--- config.mk ---
export PLATFORM = sky130hd
export DESIGN_NAME = imem_loader
export DESIGN_NICKNAME = d
export VERILOG_FILES = /design/src/rtl/imem_loader.sv
export SDC_FILE = /design/constraint.sdc
export NUM_CORES = 1
export LEC_CHECK = 0
export CAP_MARGIN = 20
export CORE_MARGIN = 5
export CORE_UTILIZATION = 40
export CTS_CLUSTER_SIZE = 20
export DETAILED_ROUTE_END_ITERATION = 7
export GPL_TIMING_DRIVEN = 0
export SYNTH_ARGS = -nofsm -noshare
export SYNTH_HDL_FRONTEND = slang
export SYNTH_SLANG_ARGS = --single-unit
--- constraint.sdc ---
create_clock -name clk_i -period 3.2 [get_ports clk_i]
set_clock_uncertainty 0.05 [all_clocks]
set_input_delay 0.32 -clock clk_i [delete_from_list [all_inputs] [get_ports clk_i]]
set_output_delay 0.32 -clock clk_i [all_outputs]
set_load 0.05 [all_outputs]
--- src/rtl/imem_loader.sv ---
// Boot loader: byte stream (big-endian word-count header, then big-endian words) -> imem writes.
// Define IMEM_LOADER_CHECKSUM_EN to require a trailing XOR-of-data-bytes checksum byte.
module imem_loader #(
    parameter int ADDR_W = 8,
    parameter int LEN_W  = 16
) (
    input  logic        clk_i,
    input  logic        reset_i,
    input  logic        start_i,
    input  logic        byte_valid_i,
    input  logic [7:0]  byte_data_i,
    output logic        byte_ready_o,
    output logic        imem_we_o,
    output logic [31:0] imem_addr_o,
    output logic [31:0] imem_wdata_o,
    output logic        cpu_reset_o,
    output logic        done_o,
    output logic        error_o
);
    localparam int LEN_BYTES = LEN_W / 8;
    localparam int CNT_W     = (LEN_BYTES > 4) ? $clog2(LEN_BYTES) : 2;
    localparam logic [CNT_W-1:0] LEN_LAST  = CNT_W'(LEN_BYTES - 1);
    localparam logic [CNT_W-1:0] WORD_LAST = CNT_W'(3);
    localparam logic [LEN_W:0]   MAX_WORDS = (LEN_W + 1)'(1) << ADDR_W;

`ifdef IMEM_LOADER_CHECKSUM_EN
    typedef enum logic [2:0] {S_IDLE, S_LEN, S_DATA, S_CSUM, S_DONE, S_ERR} state_t;
    localparam state_t S_TAIL = S_CSUM;
`else
    typedef enum logic [2:0] {S_IDLE, S_LEN, S_DATA, S_DONE, S_ERR} state_t;
    localparam state_t S_TAIL = S_DONE;
`endif

    state_t           state_q, state_d;
    logic [LEN_W-1:0] len_q, len_d, len_shift;
    logic [CNT_W-1:0] cnt_q, cnt_d;
    logic [ADDR_W:0]  word_idx_q, word_idx_d;
    logic [31:0]      asm_q, asm_d;
    logic [31:0]      addr_q, addr_d;
    logic [31:0]      wdata_q, wdata_d;
    logic             we_q, we_d;
    logic             cpu_reset_q, cpu_reset_d;
    logic             xfer;
    logic             last_word;
`ifdef IMEM_LOADER_CHECKSUM_EN
    logic [7:0]       xor_q, xor_d;

    assign byte_ready_o = (state_q == S_LEN) || (state_q == S_DATA) || (state_q == S_CSUM);
`else
    assign byte_ready_o = (state_q == S_LEN) || (state_q == S_DATA);
`endif

    assign xfer      = byte_valid_i && byte_ready_o;
    assign len_shift = (len_q << 8) | LEN_W'(byte_data_i);
    assign last_word = (LEN_W'(word_idx_q) + LEN_W'(1)) == len_q;

    always_comb begin
        state_d     = state_q;
        len_d       = len_q;
        cnt_d       = cnt_q;
        word_idx_d  = word_idx_q;
        asm_d       = asm_q;
        addr_d      = addr_q;
        wdata_d     = wdata_q;
        we_d        = 1'b0;
`ifdef IMEM_LOADER_CHECKSUM_EN
        xor_d       = xor_q;
`endif
        case (state_q)
            S_IDLE, S_DONE, S_ERR: begin
                if (start_i) begin
                    state_d    = S_LEN;
                    len_d      = '0;
                    cnt_d      = '0;
                    word_idx_d = '0;
`ifdef IMEM_LOADER_CHECKSUM_EN
                    xor_d      = '0;
`endif
                end
            end
            S_LEN: begin
                if (xfer) begin
                    len_d = len_shift;
                    if (cnt_q == LEN_LAST) begin
                        cnt_d = '0;
                        if (len_shift == '0) begin
                            state_d = S_TAIL;
                        end else if ({1'b0, len_shift} > MAX_WORDS) begin
                            state_d = S_ERR;
                        end else begin
                            state_d = S_DATA;
                        end
                    end else begin
                        cnt_d = cnt_q + CNT_W'(1);
                    end
                end
            end
            S_DATA: begin
                if (xfer) begin
                    asm_d = {asm_q[23:0], byte_data_i};
`ifdef IMEM_LOADER_CHECKSUM_EN
                    xor_d = xor_q ^ byte_data_i;
`endif
                    if (cnt_q == WORD_LAST) begin
                        // Word complete: register the write so it strobes next cycle.
                        cnt_d      = '0;
                        we_d       = 1'b1;
                        addr_d     = 32'(word_idx_q[ADDR_W-1:0]) << 2;
                        wdata_d    = asm_d;
                        word_idx_d = word_idx_q + (ADDR_W + 1)'(1);
                        if (last_word) begin
                            state_d = S_TAIL;
                        end
                    end else begin
                        cnt_d = cnt_q + CNT_W'(1);
                    end
                end
            end
`ifdef IMEM_LOADER_CHECKSUM_EN
            S_CSUM: begin
                if (xfer) begin
                    state_d = (byte_data_i == xor_q) ? S_DONE : S_ERR;
                end
            end
`endif
            default: state_d = S_IDLE;
        endcase
        // Release the core only once DONE has been held for a full cycle, i.e. after the final write.
        cpu_reset_d = !((state_q == S_DONE) && (state_d == S_DONE));
    end

    always_ff @(posedge clk_i or posedge reset_i) begin
        if (reset_i) begin
            state_q     <= S_IDLE;
            len_q       <= '0;
            cnt_q       <= '0;
            word_idx_q  <= '0;
            asm_q       <= '0;
            addr_q      <= '0;
            wdata_q     <= '0;
            we_q        <= 1'b0;
            cpu_reset_q <= 1'b1;
`ifdef IMEM_LOADER_CHECKSUM_EN
            xor_q       <= '0;
`endif
        end else begin
            state_q     <= state_d;
            len_q       <= len_d;
            cnt_q       <= cnt_d;
            word_idx_q  <= word_idx_d;
            asm_q       <= asm_d;
            addr_q      <= addr_d;
            wdata_q     <= wdata_d;
            we_q        <= we_d;
            cpu_reset_q <= cpu_reset_d;
`ifdef IMEM_LOADER_CHECKSUM_EN
            xor_q       <= xor_d;
`endif
        end
    end

    assign imem_we_o    = we_q;
    assign imem_addr_o  = addr_q;
    assign imem_wdata_o = wdata_q;
    assign cpu_reset_o  = cpu_reset_q;
    assign done_o       = (state_q == S_DONE);
    assign error_o      = (state_q == S_ERR);

endmodule
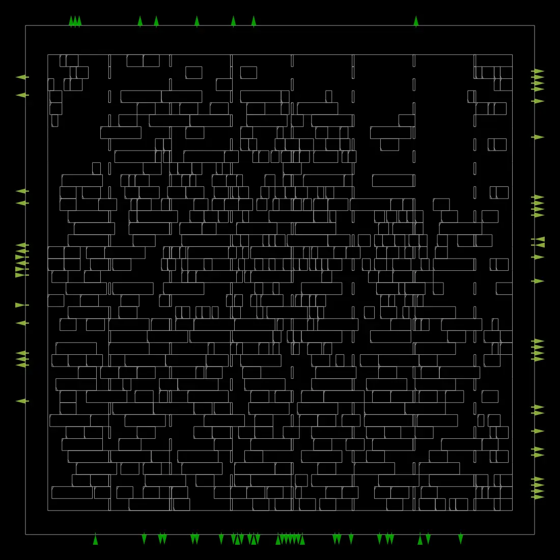
(images/placement.png)
Flops: 96
Filler Cell Count: 1009
Seq/total area: 43.5%

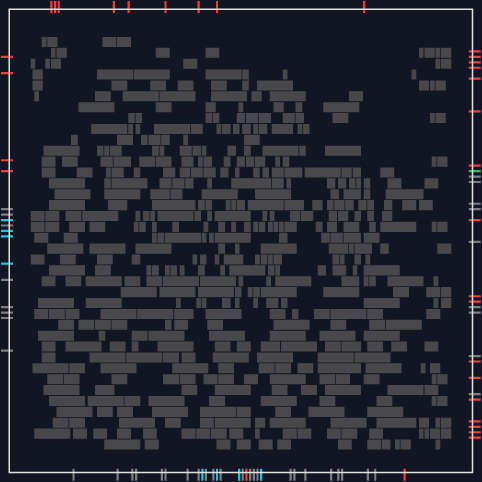
(images/io_placement.png)
Scale: 4 px per um. Pins as bars across the die edge, other pins in grey.
colour	port	pins	direction	edge
red	`imem_addr_o`	32	output	17 right, 9 top, 4 left, 2 bottom
green	`error_o`	1	output	right
cyan	`byte_data_i`	8	input	4 left, 4 bottom
Die Y-Extent: 115 um
IO buf count: 56
Die X-Extent: 115 um

==> flow_summary.json <==
{
  "hp-class": "input pin to async pin",
  "synthCells": 376,
  "power_density_nw_per_um2": 640,
  "maxSlewViolCount": 0,
  "clockPowerShare_pct": 25.3,
  "yosys.area.top_type": "dfrtp_1",
  "cap_violations": 0,
  "period_minus_slack_ns": 2.84,
  "endpoint_kind": "output pin",
  "p_int_w": 0.00230,
  "n_antenna_cell": 0,
  "adder_share_pct": 1.13,
  "clkbuf_count": 9,
  "numCtsBuffers": 9,
  "area_growth_pct": 24.3,
  "edf_count": 0,
  "nNonClkBuffers": 102,
  "rows": 38,
  "reg2regPathDepth": 7,
  "nWellTaps": 140,
  "rsz0062_at_grt": "no",
  "top_layer": "met4",
  "worstSkewPairLatency_ns": 0.36,
  "ys.warnings.count": 0,
  "yosysTopAreaCellShare_pct": 53.5,
  "rr_startpoint": "state_q[1]",
  "comb_cells": 253,
  "top_power_group": "sequential cells",
  "pwr-share-seq_pct": 46.5,
  "track_usage_pct": 15.1,
  "cp-endpoint": "byte_ready_o",
  "antenna_found_initial": 0,
  "synth.most_common_cell": "dfrtp_1",
  "worstPathMaxFanout": 10,
  "comb-power_w": 0.000997,
  "grt-ovfl-total": 0,
  "largest_reg_flops": 32,
  "postLayoutSetupSlackWorst_ns": 0.360,
  "synth.avg_cell_area_um2": 11.8,
  "power_clock_w": 0.000895,
  "p_total_w": 0.00354,
  "inv_count": 5,
  "gr-usage-met3_pct": 3.92,
  "r2r-end": "imem_wdata_o[27]",
  "clockBufferDepth": 2,
  "routed_via_density": 4.94,
  "wl_met1_um": 4360,
  "start_kind": "flop",
  "busiest_layer": "met2",
  "warnings": 28,
  "utilization_pct": 50.7,
  "fmaxAchievable_mhz": 352,
  "power_leakage_nw": 2.68,
  "status": "finished, final reports clean",
  "ir_drop_v": 0.000392,
  "placed_area_um2": 5300,
  "cts_tree": "built",
  "clk_share_pct": 4.10,
  "ys_types": 48,
  "startpoint": "state_q[0]"
}
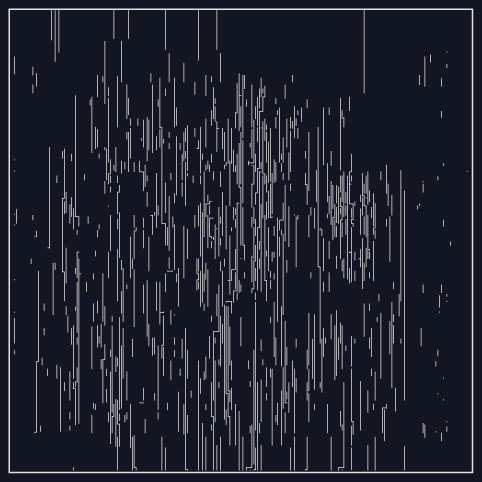
(images/layer_met2.png)
Scale: 4 px per um.
nets with wire on the layer	411
wire length on this layer	4290 um
share of all routed wire	46%
DR vias: 3023
drt total wl: 9330 um

## worst max-delay path, delay by kind of cell, from the launching register on
kind	cells	cell delay, ns
simple gates	2	0.46
buf+inv	3	1.29
flops	1	0.37
## cell usage in the layout (no fill, tap or decap), types with 3 or more instances in the layout
cell type	n
xor2_1	6
a31oi_1	3
ha_1	4
nor2_1	6
nand2_1	45
clkbuf_8	9
nand3_1	4
mux2_2	4
dfrtp_1	95
and2_1	3
o31ai_1	3
nor3_1	3
nand4_1	4
buf_2	13
a21oi_1	5
nand2b_1	5
o21ai_0	3
and3_1	4
xnor2_1	7
conb_1	24
clkbuf_1	4
clkdlybuf4s50_1	56
o21ai_1	27
buf_6	3
inv_1	3
mux2_1	61
nor2b_1	3
nor4_1	5
buf_4	24
Power figures rest on the tool's default switching activity, not on a simulated workload.
